==> config.mk <==
export PLATFORM = sky130hd
export DESIGN_NAME = btn_cnt_ctrl
export DESIGN_NICKNAME = d
export VERILOG_FILES = /design/src/rtl/btn_cnt_ctrl.sv
export SDC_FILE = /design/constraint.sdc
export NUM_CORES = 1
export LEC_CHECK = 0
export ABC_AREA = 1
export CORE_MARGIN = 4
export CORE_UTILIZATION = 35
export DETAILED_ROUTE_END_ITERATION = 16
export HOLD_SLACK_MARGIN = 0.03
export PLACE_DENSITY_LB_ADDON = 0.15
export SETUP_SLACK_MARGIN = 0.02
export SYNTH_ARGS = -nofsm -noshare
export SYNTH_HDL_FRONTEND = slang
export SYNTH_SLANG_ARGS = --single-unit
==> constraint.sdc <==
create_clock -name clk -period 2.25 [get_ports clk]
set_input_delay 0.3375 -clock clk [delete_from_list [all_inputs] [get_ports clk]]
set_output_delay 0.3375 -clock clk [all_outputs]
set_load 0.02 [all_outputs]
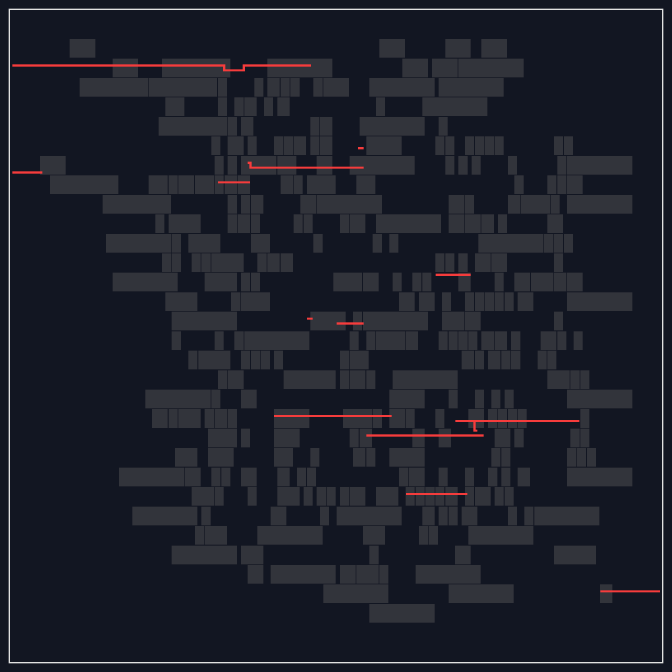
Run 1: metal 3
Cells faint in the background.
longest straight run = 29.4 um
nets with wire on the layer = 9
wire length on this layer = 143 um
main direction = horizontal
share of all routed wire = 2.8%
via count: 1951
met3 Track Usage GR: 0.0307

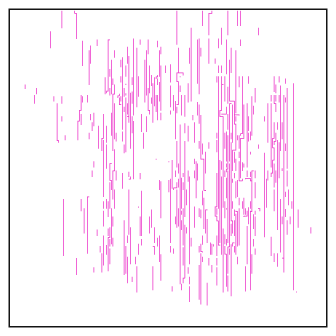
Run 1: signal wires on met2
longest straight run = 59.5 um
nets with wire on the layer = 263
DRT Wirelength: 5.17 mm
met2 usage: 0.232

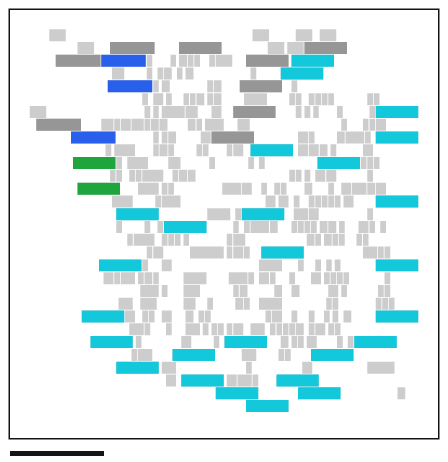
Run 1: where the registers sit
Scale bar: 20 um. Other sequential cells in the stronger gray, the rest of the logic in the fainter gray.
green -> `state`  # sequential cells 2
blue -> `key_p`  # sequential cells 3
cyan -> `timer`  # sequential cells 26, where all over the die
not colored = 9
total sequential power: 844 uW
Finished Core Util: 0.398

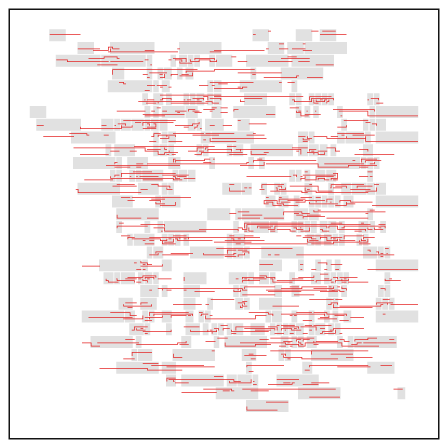
Run 1: the metal 1 layer
Cells faint in the background.
longest straight run = 26.2 um
nets with wire on the layer = 310
GR Util met1: 0.171

==> results_tabular.tex, run 1 <==
% Synthesis and place-and-route results
\begin{tabular}{lr}
\hline
Metric & Value \\
\hline
\multicolumn{2}{l}{\textbf{Outcome}} \\
Status & complete, no violations \\
\multicolumn{2}{l}{\textbf{Setup path}} \\
Type of element launching the critical path & flip-flop \\
Largest delay contributor family on the critical path & simple AND/OR/NAND/NOR gates \\
Crit-path max cell delay & 0.42 ns \\
CP bufs+invs & 1 \\
CP dominant cell by count & sky130\_fd\_sc\_hd\_\_nand2\_1 \\
Crit path depth & 11 \\
Minimum setup slack among reg-to-reg paths & 0.28 ns \\
\multicolumn{2}{l}{\textbf{Pwr}} \\
Pwr dens & 929 nW/um2 \\
Fraction of power consumed by combinational cells & 0.457 \\
Proportion of power drawn by flip-flops and latches & 0.338 \\
Combinational power & around 1.1 mW \\
Leakage component of the power & 1.23 nW \\
Switching Share & 0.450 \\
\multicolumn{2}{l}{\textbf{Routing}} \\
Via density per instance & 4.75 \\
Initial DRC count & 71 \\
Number of iterations in the first detailed-routing pass & 4 \\
Wire length on met3 & 143 um \\
Average routed wire per standard cell & around 13 um \\
\multicolumn{2}{l}{\textbf{Place}} \\
Post-Place Cell Area & 2590 um2 \\
Inst Count DP & just over 400 \\
Port bufs & 10 \\
\multicolumn{2}{l}{\textbf{Global routing}} \\
Antenna violations before repair & 0 \\
Pin count of the biggest net entering global routing & 37 \\
Leftover overflow at the end of global routing & 0 \\
Via count of the first global-routing pass & 1901 \\
Aggregate global-route resource usage & 0.137 \\
\multicolumn{2}{l}{\textbf{Floorplanning}} \\
Number of cell rows & 30 \\
Total die size & 8290 um2 \\
Vertical extent of the die & about 91 um \\
Tapcells inserted & $\sim$80 \\
\multicolumn{2}{l}{\textbf{Logic synthesis}} \\
Largest cells by area after synthesis & sky130\_fd\_sc\_hd\_\_dfrtp\_1, sky130\_fd\_sc\_hd\_\_nand2\_1, sky130\_fd\_sc\_hd\_\_inv\_1 \\
Cell total in the yosys stat output & $\sim$310 \\
Mux share & 0 \\
Netlist area before placement & 2410 um2 \\
Register bit total from synthesis & 40 \\
Synthesized netlist cell count & roughly 310 \\
Post-synthesis compound-gate area fraction & 0.0529 \\
Fraction of registers with async set or reset after synthesis & 1.00 \\
Number of enable-type register cells in the synthesized netlist & 0 \\
Adder-cell share of the synthesized area & 0.0311 \\
Dominant cell type by area after synthesis & sky130\_fd\_sc\_hd\_\_dfrtp\_1 \\
\multicolumn{2}{l}{\textbf{Clocking}} \\
Number of buffers created by CTS & 5 \\
Clock tree root driver cell & sky130\_fd\_sc\_hd\_\_clkbuf\_8 \\
CTS Hold Bufs & 0 \\
\# resized after CTS & 0 \\
Clock latency on the worst-skew pair & 0.30 ns \\
\multicolumn{2}{l}{\textbf{Final layout}} \\
Cell group occupying the most layout area & multi-input combinational cells \\
Number of non-clock buffers & 12 \\
Commonest cells after routing, fill and taps aside & sky130\_fd\_sc\_hd\_\_nand2\_1, sky130\_fd\_sc\_hd\_\_inv\_1, sky130\_fd\_sc\_hd\_\_nor2\_1 \\
Area occupied by registers & 1010 um2 \\
Number of standard cells in the final layout excluding fillers & 411 \\
Flip-flop count of the largest register after layout & 26 \\
Mi-comb count & 225 \\
\multicolumn{2}{l}{\textbf{Min path}} \\
Min-Delay Path Class & in -> async \\
\multicolumn{2}{l}{\textbf{Final timing}} \\
Hold WS & 0.136 ns \\
Layout Skew & around 0.012 ns \\
Fmax & $\sim$0.5 GHz \\
Final setup violation count & 0 \\
Min cycle time layout & 1.97 ns \\
Setup repair after global routing missed its margin & no \\
Max-slew headroom & 0.445 \\
Setup total negative slack & 0 ns \\
\multicolumn{2}{l}{\textbf{Job}} \\
Number of maximum-capacitance constraint violations & 0 \\
\hline
\end{tabular}
--- run 2 (diff from run 1) ---
--- a/config.mk
+++ b/config.mk
@@ -9,7 +9,7 @@
 export CORE_MARGIN = 4
 export CORE_UTILIZATION = 35
 export DETAILED_ROUTE_END_ITERATION = 16
-export HOLD_SLACK_MARGIN = 0.03
+export HOLD_SLACK_MARGIN = 0.12
 export PLACE_DENSITY_LB_ADDON = 0.15
 export SETUP_SLACK_MARGIN = 0.02
 export SYNTH_ARGS = -nofsm -noshare
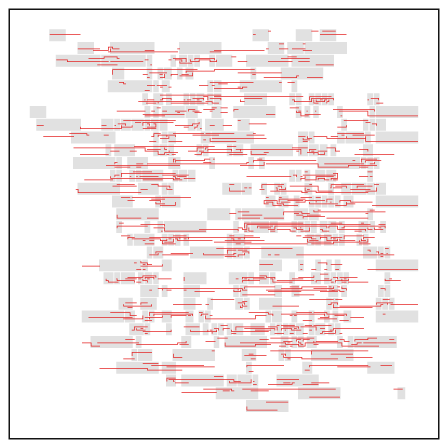
Run 2: the metal 1 layer
Cells faint in the background.
nets with wire on the layer = 310
longest straight run = 26.2 um
wire length on this layer = 2400 um

==> results_tabular.tex, run 2 <==
% Synthesis and place-and-route results
\begin{tabular}{lr}
\hline
Metric & Value \\
\hline
\multicolumn{2}{l}{\textbf{Logic synthesis}} \\
Number of enable-type register cells in the synthesized netlist & 0 (unchanged) \\
Fraction of registers with async set or reset after synthesis & 1.00 (unchanged) \\
Netlist area before placement & 2410 um2 (unchanged) \\
Syn Nets & about 330 \\
Synthesized netlist cell count & 314 (unchanged) \\
Mux share & 0 (unchanged) \\
Dominant cell type by area after synthesis & sky130\_fd\_sc\_hd\_\_dfrtp\_1 \\
Adder-cell share of the synthesized area & 0.0311 (unchanged) \\
Register bit total from synthesis & 40 (unchanged) \\
Cell total in the yosys stat output & 314 (unchanged) \\
Post-synthesis compound-gate area fraction & 0.0529 (unchanged) \\
Largest cells by area after synthesis & sky130\_fd\_sc\_hd\_\_dfrtp\_1, sky130\_fd\_sc\_hd\_\_nand2\_1, sky130\_fd\_sc\_hd\_\_inv\_1 \\
Most repeated cell in the gate-level netlist after synthesis & sky130\_fd\_sc\_hd\_\_nand2\_1 \\
Unique cell type count in the Yosys netlist & 34 \\
\multicolumn{2}{l}{\textbf{Routing}} \\
Via density per instance & 4.75 (unchanged) \\
Initial DRC count & 71 (unchanged) \\
Number of nets with antenna violations after routing & 0 \\
Number of iterations in the first detailed-routing pass & 4 (unchanged) \\
Wire length on met3 & 143 um (unchanged) \\
Top layer in use & met4 \\
Average routed wire per standard cell & 12.6 um (unchanged) \\
DRT Wirelength & 5.17 mm (unchanged) \\
Via count & 1951 (unchanged) \\
Number of remaining DRC errors & 0 \\
\multicolumn{2}{l}{\textbf{Floorplanning}} \\
Tapcells inserted & 80 (unchanged) \\
Die outline width & 91.0 um \\
Total die size & 8290 um2 (unchanged) \\
Vertical extent of the die & 91.0 um (unchanged) \\
Number of cell rows & 30 (unchanged) \\
\multicolumn{2}{l}{\textbf{Final timing}} \\
Max-slew headroom & 0.445 (unchanged) \\
Layout Skew & 0.0120 ns (unchanged) \\
Setup total negative slack & 0 ns (unchanged) \\
Final setup violation count & 0 (unchanged) \\
Setup repair after global routing missed its margin & no \\
Fmax & 0.507 GHz (unchanged) \\
Hold WS & 0.136 ns (unchanged) \\
Min cycle time layout & 1.97 ns (unchanged) \\
\multicolumn{2}{l}{\textbf{Pwr}} \\
Fraction of power consumed by combinational cells & 0.457 (about the same) \\
Leakage component of the power & 1.23 nW (unchanged) \\
Total sequential power & 844 uW (about the same) \\
Pwr dens & 929 nW/um2 (unchanged) \\
Combinational power & 1.14 mW (about the same) \\
Proportion of power drawn by flip-flops and latches & 0.338 (about the same) \\
Largest voltage drop on the vdd net & 0.294 mV \\
Switching Share & 0.450 (unchanged) \\
Share of total power in the clock network & 0.205 \\
\multicolumn{2}{l}{\textbf{Final layout}} \\
Commonest cells after routing, fill and taps aside & sky130\_fd\_sc\_hd\_\_nand2\_1, sky130\_fd\_sc\_hd\_\_inv\_1, sky130\_fd\_sc\_hd\_\_nor2\_1 \\
Finished Core Util & 0.398 (unchanged) \\
Cell group occupying the most layout area & multi-input combinational cells \\
Flip-flop count of the largest register after layout & 26 (unchanged) \\
Final-layout non-clock buffer area share & 0.0410 \\
Number of non-clock buffers & 12 (unchanged) \\
Mi-comb count & 225 (unchanged) \\
Area occupied by registers & 1010 um2 (unchanged) \\
Number of standard cells in the final layout excluding fillers & 411 (unchanged) \\
\multicolumn{2}{l}{\textbf{Setup path}} \\
Crit path depth & 11 (unchanged) \\
CP dominant cell by count & sky130\_fd\_sc\_hd\_\_nand2\_1 \\
Minimum setup slack among reg-to-reg paths & 0.28 ns (about the same) \\
Type of element launching the critical path & flip-flop \\
Crit-path max cell delay & 0.42 ns (about the same) \\
Largest delay contributor family on the critical path & simple AND/OR/NAND/NOR gates \\
CP bufs+invs & 1 (unchanged) \\
\multicolumn{2}{l}{\textbf{Global routing}} \\
Met2 usage & 0.232 (unchanged) \\
Pin count of the biggest net entering global routing & 37 (unchanged) \\
GR Util met1 & 0.171 (unchanged) \\
Leftover overflow at the end of global routing & 0 (unchanged) \\
Aggregate global-route resource usage & 0.137 (unchanged) \\
Met3 Track Usage GR & 0.0307 (unchanged) \\
Antenna violations before repair & 0 (unchanged) \\
Via count of the first global-routing pass & 1901 (unchanged) \\
\multicolumn{2}{l}{\textbf{Place}} \\
Port bufs & 10 (unchanged) \\
Inst Count DP & 403 (unchanged) \\
Post-Place Cell Area & 2590 um2 (unchanged) \\
\multicolumn{2}{l}{\textbf{Clocking}} \\
Reg clk slew, reported paths & 0.08 ns \\
Clock latency on the worst-skew pair & 0.30 ns (about the same) \\
\# resized after CTS & 0 (unchanged) \\
Number of buffers created by CTS & 5 (unchanged) \\
Clock tree root driver cell & sky130\_fd\_sc\_hd\_\_clkbuf\_8 \\
CTS Hold Bufs & 0 (unchanged) \\
\multicolumn{2}{l}{\textbf{Outcome}} \\
Status & complete, no violations \\
\multicolumn{2}{l}{\textbf{Job}} \\
Number of maximum-capacitance constraint violations & 0 (unchanged) \\
\multicolumn{2}{l}{\textbf{Min path}} \\
Min-Delay Path Class & in -> async \\
\hline
\end{tabular}
Power and IR drop assume default switching activity.
